==> config.mk <==
export PLATFORM = sky130hd
export DESIGN_NAME = stack_line_xfer_responder_flat
export DESIGN_NICKNAME = d
export VERILOG_FILES = /design/src/rtl/stackcache_pkg.sv /design/src/rtl/stack_line_xfer_responder_if.sv /design/src/rtl/stack_line_xfer_responder_word_counter.sv /design/src/rtl/stack_line_xfer_responder.sv /design/src/flat_wrapper.sv
export SDC_FILE = /design/constraint.sdc
export NUM_CORES = 1
export LEC_CHECK = 0
export ABC_CLOCK_PERIOD_IN_PS = 2050
export CAP_MARGIN = 20
export CORE_ASPECT_RATIO = 1.2
export CORE_MARGIN = 4
export CORE_UTILIZATION = 46
export DETAILED_ROUTE_END_ITERATION = 8
export GPL_TIMING_DRIVEN = 0
export PLACE_DENSITY = 0.81
export SYNTH_ARGS = -nofsm -noshare
export SYNTH_HDL_FRONTEND = slang
export SYNTH_SLANG_ARGS = --single-unit
==> constraint.sdc <==
create_clock -name clk -period 2.05 [get_ports clk]
set_clock_uncertainty 0.1 [all_clocks]
set_input_delay 0.41 -clock clk [delete_from_list [all_inputs] [get_ports clk]]
set_output_delay 0.41 -clock clk [all_outputs]
set_load 0.02 [all_outputs]
==> src/rtl/stackcache_pkg.sv <==
// Shared types and sizing for the stack-cache line transfer responder.
package stackcache_pkg;

  localparam int unsigned DATA_W     = 16;
  localparam int unsigned ADDR_W     = 16;
  localparam int unsigned LINE_WORDS = 8;
  localparam int unsigned LINE_IDX_W = $clog2(LINE_WORDS);
  localparam int unsigned SLOT_W     = 2;

  typedef enum logic [1:0] {
    IDLE,
    XFER,
    DONE
  } xfer_state_t;

  typedef struct packed {
    logic                  write;
    logic [ADDR_W-1:0]     base;
    logic [LINE_IDX_W-1:0] start;
    logic [SLOT_W-1:0]     slot;
  } line_cmd_t;

endpackage

==> src/rtl/stack_line_xfer_responder_if.sv <==
// Word-level backing-memory port: master is the responder, slave is the memory.
interface stack_line_xfer_responder_if;
  import stackcache_pkg::*;

  logic              mem_req_valid;
  logic              mem_req_ready;
  logic              mem_req_write;
  logic [ADDR_W-1:0] mem_req_addr;
  logic [DATA_W-1:0] mem_req_data;
  logic              mem_resp_valid;
  logic [DATA_W-1:0] mem_resp_data;

  modport master (
    output mem_req_valid, mem_req_write, mem_req_addr, mem_req_data,
    input  mem_req_ready, mem_resp_valid, mem_resp_data
  );

  modport slave (
    input  mem_req_valid, mem_req_write, mem_req_addr, mem_req_data,
    output mem_req_ready, mem_resp_valid, mem_resp_data
  );

endinterface

==> src/rtl/stack_line_xfer_responder_word_counter.sv <==
// Modulo-LINE_WORDS word counter with a sticky terminal flag, gated by clk_en.
module stack_line_word_counter
  import stackcache_pkg::*;
(
  input  logic                  clk,
  input  logic                  clk_en,
  input  logic                  sync_rst,
  input  logic                  clr,
  input  logic                  inc,
  output logic [LINE_IDX_W-1:0] count,
  output logic                  full
);

  always_ff @(posedge clk) begin
    if (sync_rst) begin
      count <= '0;
      full  <= 1'b0;
    end else if (clk_en) begin
      if (clr) begin
        count <= '0;
        full  <= 1'b0;
      end else if (inc && !full) begin
        count <= count + 1'b1;
        // Count wraps to 0 on the last word; full remembers that a whole line went by.
        if (count == LINE_IDX_W'(LINE_WORDS - 1)) full <= 1'b1;
      end
    end
  end

endmodule

==> src/rtl/stack_line_xfer_responder.sv <==
// Stack-cache line fetch/writeback servicer over a word-wide memory port.
// Build option: STACKCACHE_XFER_CRITICAL_WORD_FIRST_EN starts transfers at the addressed word.
module stack_line_xfer_responder
  import stackcache_pkg::*;
(
  input  logic                         clk,
  input  logic                         clk_en,
  input  logic                         sync_rst,
  input  logic                         req_valid,
  output logic                         req_ready,
  input  logic                         req_write,
  input  logic [ADDR_W-1:0]            req_addr,
  input  logic [SLOT_W-1:0]            req_slot,
  input  logic [LINE_WORDS*DATA_W-1:0] req_line_data,
  stack_line_xfer_responder_if.master  mem,
  output logic                         fill_valid,
  output logic [SLOT_W-1:0]            fill_slot,
  output logic [LINE_IDX_W-1:0]        fill_index,
  output logic [DATA_W-1:0]            fill_data,
  output logic                         done_valid,
  output logic [SLOT_W-1:0]            done_slot,
  output logic                         done_write
);

  xfer_state_t                       state_q;
  line_cmd_t                         cmd_q;
  logic [LINE_WORDS-1:0][DATA_W-1:0] line_q;

  logic [LINE_IDX_W-1:0] issue_cnt, resp_cnt, issue_idx, start_idx;
  logic                  issue_full, resp_full;
  logic                  accept, issue_fire, resp_take, resp_last;

`ifdef STACKCACHE_XFER_CRITICAL_WORD_FIRST_EN
  assign start_idx = req_addr[LINE_IDX_W-1:0];
`else
  assign start_idx = '0;
`endif

  assign accept     = (state_q == IDLE) && req_valid && clk_en;
  assign issue_fire = mem.mem_req_valid && mem.mem_req_ready;
  assign resp_take  = (state_q == XFER) && mem.mem_resp_valid && !resp_full && !sync_rst;
  assign resp_last  = resp_take && (resp_cnt == LINE_IDX_W'(LINE_WORDS - 1));

  always_ff @(posedge clk) begin
    if (sync_rst) begin
      state_q <= IDLE;
      cmd_q   <= '0;
      line_q  <= '0;
    end else if (clk_en) begin
      unique case (state_q)
        IDLE: begin
          if (req_valid) begin
            cmd_q   <= '{write: req_write,
                         base:  req_addr & ~ADDR_W'(LINE_WORDS - 1),
                         start: start_idx,
                         slot:  req_slot};
            line_q  <= req_line_data;
            state_q <= XFER;
          end
        end
        XFER:    if (resp_last) state_q <= DONE;
        DONE:    state_q <= IDLE;
        default: state_q <= IDLE;
      endcase
    end
  end

  stack_line_word_counter u_issue_cnt (
    .clk      (clk),
    .clk_en   (clk_en),
    .sync_rst (sync_rst),
    .clr      (accept),
    .inc      (issue_fire),
    .count    (issue_cnt),
    .full     (issue_full)
  );

  stack_line_word_counter u_resp_cnt (
    .clk      (clk),
    .clk_en   (clk_en),
    .sync_rst (sync_rst),
    .clr      (accept),
    .inc      (resp_take),
    .count    (resp_cnt),
    .full     (resp_full)
  );

  // Index arithmetic is LINE_IDX_W wide, so wrap stays inside the line.
  assign issue_idx = cmd_q.start + issue_cnt;

  assign req_ready         = (state_q == IDLE);
  assign mem.mem_req_valid = (state_q == XFER) && !issue_full;
  assign mem.mem_req_write = cmd_q.write;
  assign mem.mem_req_addr  = cmd_q.base | ADDR_W'(issue_idx);
  assign mem.mem_req_data  = cmd_q.write ? line_q[issue_idx] : '0;

  assign fill_valid = clk_en && resp_take && !cmd_q.write;
  assign fill_slot  = cmd_q.slot;
  assign fill_index = cmd_q.start + resp_cnt;
  assign fill_data  = fill_valid ? mem.mem_resp_data : '0;

  assign done_valid = clk_en && !sync_rst && (state_q == DONE);
  assign done_slot  = cmd_q.slot;
  assign done_write = cmd_q.write;

endmodule

==> src/flat_wrapper.sv <==
// flat-port wrapper written by rule: the top's interface ports become plain ports
module stack_line_xfer_responder_flat import stackcache_pkg::*;
  (clk, clk_en, sync_rst, req_valid, req_ready, req_write, req_addr, req_slot, req_line_data, fill_valid, fill_slot, fill_index, fill_data, done_valid, done_slot, done_write, mem_mem_req_valid, mem_mem_req_write, mem_mem_req_addr, mem_mem_req_data, mem_mem_req_ready, mem_mem_resp_valid, mem_mem_resp_data);
  stack_line_xfer_responder_if mem_i ();
  input  logic clk;
  input  logic clk_en;
  input  logic sync_rst;
  input  logic req_valid;
  output logic req_ready;
  input  logic req_write;
  input  logic [ADDR_W-1:0] req_addr;
  input  logic [SLOT_W-1:0] req_slot;
  input  logic [LINE_WORDS*DATA_W-1:0] req_line_data;
  output logic fill_valid;
  output logic [SLOT_W-1:0] fill_slot;
  output logic [LINE_IDX_W-1:0] fill_index;
  output logic [DATA_W-1:0] fill_data;
  output logic done_valid;
  output logic [SLOT_W-1:0] done_slot;
  output logic done_write;
  output wire logic [$bits(mem_i.mem_req_valid)-1:0] mem_mem_req_valid;
  output wire logic [$bits(mem_i.mem_req_write)-1:0] mem_mem_req_write;
  output wire logic [$bits(mem_i.mem_req_addr)-1:0] mem_mem_req_addr;
  output wire logic [$bits(mem_i.mem_req_data)-1:0] mem_mem_req_data;
  input wire logic [$bits(mem_i.mem_req_ready)-1:0] mem_mem_req_ready;
  input wire logic [$bits(mem_i.mem_resp_valid)-1:0] mem_mem_resp_valid;
  input wire logic [$bits(mem_i.mem_resp_data)-1:0] mem_mem_resp_data;
  assign mem_mem_req_valid = mem_i.mem_req_valid;
  assign mem_mem_req_write = mem_i.mem_req_write;
  assign mem_mem_req_addr = mem_i.mem_req_addr;
  assign mem_mem_req_data = mem_i.mem_req_data;
  assign mem_i.mem_req_ready = mem_mem_req_ready;
  assign mem_i.mem_resp_valid = mem_mem_resp_valid;
  assign mem_i.mem_resp_data = mem_mem_resp_data;
  stack_line_xfer_responder u_core (.clk(clk), .clk_en(clk_en), .sync_rst(sync_rst), .req_valid(req_valid), .req_ready(req_ready), .req_write(req_write), .req_addr(req_addr), .req_slot(req_slot), .req_line_data(req_line_data), .mem(mem_i), .fill_valid(fill_valid), .fill_slot(fill_slot), .fill_index(fill_index), .fill_data(fill_data), .done_valid(done_valid), .done_slot(done_slot), .done_write(done_write));
endmodule
==> ci_impl_report.md <==
## Implementation flow summary

| Metric | Value |
|---|---|
| Inst Count DP | `1203` |
| Reg2Reg Depth | `8` |
| Failing checks | `negative setup slack` |
| DP Area | `0.009163 mm^2` |
| Status | `complete, but fails checks` |
| Syn Area/Cell | `8.313 um^2` |
| Root buf cell | `clkbuf_16` |
| Final Hold Viols | `0` |
| Vias in the first global route | `6933` |
| 1st-iter DRT viols | `478` |
| Post-route total power | `7321 uW` |
| Hold Crit Start | `clk_en` |
| H-tree levels | `4` |
| Worst Max-Slew Pin Slew | `0.7938 ns` |
| Post-detail-place hpwl | `16560 um` |
| LEAKAGE | `0.004085 uW` |
| Max_slew headroom | `0.4708` |
| Grt met2 use | `0.5006` |
| Post-DRT Antenna Nets | `0` |
| Max Fclk | `397.6 MHz` |
| Largest net degree at the start of global routing | `17` |
| Fin worst setup slack | `-0.4648 ns` |
| Max cap viols | `0` |
| Number of cells on the critical path | `5` |
| CP startpoint kind | `flip-flop` |
| Most numerous logic cells after layout | `288 x nand2_1, 186 x clkdlybuf4s50_1, 151 x a21oi_1` |
| YS warnings | `0` |
| Drt pass-1 iters | `5` |
| Crit path largest cell delay | `0.51 ns` |
| # setup viols final | `33` |
| Share of cells above drive strength 1 | `0.2013` |
| Final critical-path share of the clock period | `1.227` |
| Post-CTS Hold Buffers | `0` |
| Worst r2r src | `u_core.state_q[1]$_SDFFE_PP0P_` |
| Most common cell after layout, fill and taps aside | `nand2_1` |
| Synth top cell by count | `nand2_1` |
| Final instance area | `0.01053 mm^2` |
| Worst Setup SP | `u_core.u_issue_cnt.count[0]$_SDFFE_PP0P_` |
| Maximum vdd drop | `0.0004225 V` |
| Clock Latency Late Sink | `0.43 ns` |
| Cell variety after synth | `33` |
| Pwr dens | `695.4 mW/mm^2` |
| Synthesized area | `0.006684 mm^2` |
| CP Capture Point | `mem_mem_req_data[7]` |
| Hold slack final | `0.1572 ns` |
| CTS Sinks | `154` |
| Area growth, synth to finish | `57.51%` |
| Reg power frac | `0.438` |
| GR Util met1 | `0.3296` |
| Post-synth seq share | `0.4613` |
| RSZ-0062 raised after global routing | `true` |
| Sw Ratio | `0.2438` |
| Post-synth top cells | `288 x nand2_1, 154 x dfxtp_1, 152 x a21oi_1` |
| FP Core Util | `0.4676` |
| Cell type with the largest total area | `dfxtp_1` |
| Worst Hold Depth | `2` |
| CTS buffer count | `17` |
| Yosys chip area | `0.006684 mm^2` |
| Final tally of max-slew violations | `0` |
| Total Nets Final | `1254` |
| Cell Chain, Critical Path | `buf_12, buf_12, mux4_2, o211a_1, buf_6` |
| CP top delay family | `multiplexers` |
| Synth Instances | `804` |
| GPL Wtd Cong | `0.8666` |
| Met3 GRT Util | `0.07270` |
| Top cells by area | `dfxtp_1 46%, nand2_1 16%, a21oi_1 11%, mux4_2 5.4%, mux2i_1 4.8%` |
| CTS tree | `built` |
| Combinational Area | `0.003410 mm^2` |
| Crit Path Max Fanout | `6` |
| Most common reg cell | `dfxtp_1` |
| Floorplan Nets | `977` |
| Post-route DRC | `0` |
| CP max stage cell | `mux4_2` |
sequential cells by signal, summed over array words and instances (netlist names):
name and flops:
u_core.line_q 128, u_core.cmd_q 13, u_core.u_issue_cnt.count 3, u_core.u_resp_cnt.count 3, u_core.done_slot 2, u_core.state_q 2
u_core.done_write 1, u_core.u_issue_cnt.full 1, u_core.u_resp_cnt.full 1
metal layers:
layer,wire length (um),vias to the layer above
met3,1992,68
li1,-,3264
met5,0,-
met1,9164,3193
met4,940,0
met2,11890,351
layout make-up:
| cell class | instances | share of cell area |
|---|---|---|
| flip-flops and latches | 154 | 0.2939 |
| repair buffers | 262 | 0.2565 |
| multi-input cells | 576 | 0.3239 |
| plain buffers | 70 | 0.04885 |
| clock inverters | 9 | 0.01082 |
| well taps | 175 | 0.02080 |
| diodes | 1 | 0.0002377 |
| clock buffers | 22 | 0.04504 |
worst register-to-register path, delay by kind of cell, from the launching register on:
kind | cells | cell delay [ns]
compound gates | 1 | 0.19
simple gates | 2 | 0.21
buf+inv | 5 | 1.01
flops | 1 | 0.35
power groups by stage:
stage,Combinational [uW],Clock (uW),Sequential [uW]
after floorplan,384,0,3260
after global placement,878,0,3260
after detailed placement,887,0,3270
after CTS,938,3150,3200
after global routing,1030,3290,3220
final,959,3150,3210
logic make-up after synthesis:
logic type                 count (synthesis)  share of synthesized area
AOI/OAI and AO/OA                        194                     0.1660
adders and majority gates                  4                   0.007488
buffers and inverters                     74                    0.05878
DFF                                      154                     0.4613
muxes                                     48                     0.1018
and+or+nand+nor                          330                     0.2046
what timing repair did:
item,CTS,global route
gates cloned,8,0
resized,296,25
pin swaps,26,12
endpoints found under the setup margin,36,40
buffers inserted,27,8
Fig. 1: drive-strength map
Drawn at 3 px/um.
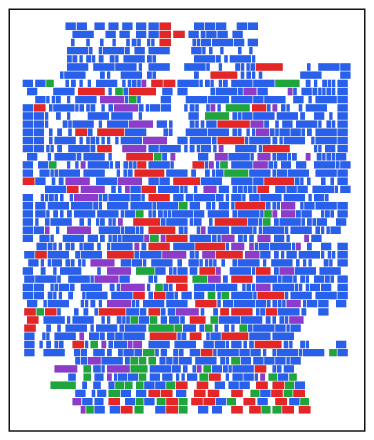
- blue: _0 and _1 cells (cells 873; share 80%)
- red: _6 and larger (cells 89; share 8.1%)
- purple: _2 cells (cells 69; share 6.3%)
- green: _3 and _4 cells (cells 62; share 5.7%)
Non-CTS buffers: 332
fin worst setup slack: -0.4648 ns

Fig. 2: signal wires by layer
Drawn at 3 px/um. Only two layers are drawn.
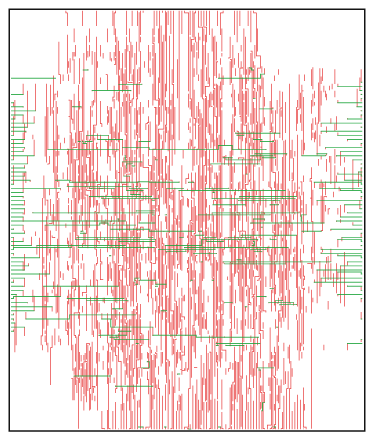
- green: metal 3 (wire length 1990 um)
- red: metal 2 (wire length 11900 um)
gr usage total: 0.2840
Wirelength per Cell: 18.90 um

Fig. 3: wires at chosen ports, followed through buffers
Drawn at 2 px/um.
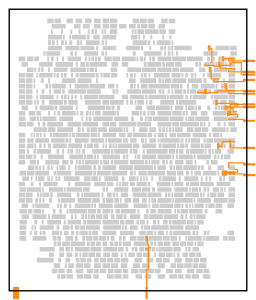
- orange: `req_addr` (bits 16; direction input; end cells 13; buffers 13; wire 284 um)
IO Port Bufs: 224
I/O pins: 230

Fig. 4: cell outlines without signal wires
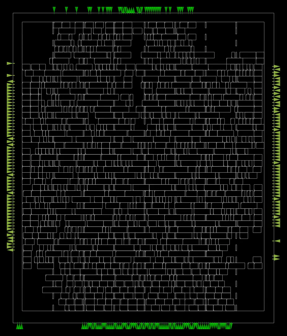
fin cells: 1269
Fill cells: 1026
core area: 0.01429 mm^2
final design utilization: 0.7365

Fig. 5: pin map
Drawn at 3 px/um. Pins as bars across the die edge, other pins in grey.
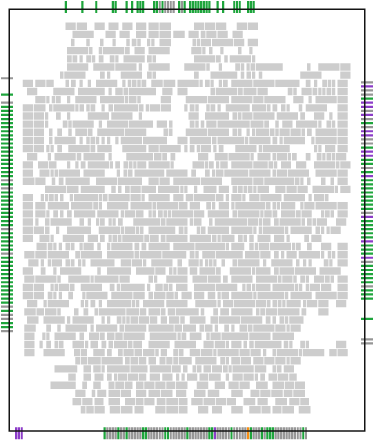
- green: `req_line_data` (pins 128; direction input; edge 49 left, 31 top, 31 right, 17 bottom)
- purple: `req_addr` (pins 16; direction input; edge 12 right, 4 bottom)
- orange: `fill_valid` (pins 1; direction output; edge bottom)
- all pins by edge: 77 bottom, 59 left, 57 right, 37 top
Die Ht: 140.0 um
Die W: 118.0 um

No activity file was given, so power comes from the tool's default toggle rates.
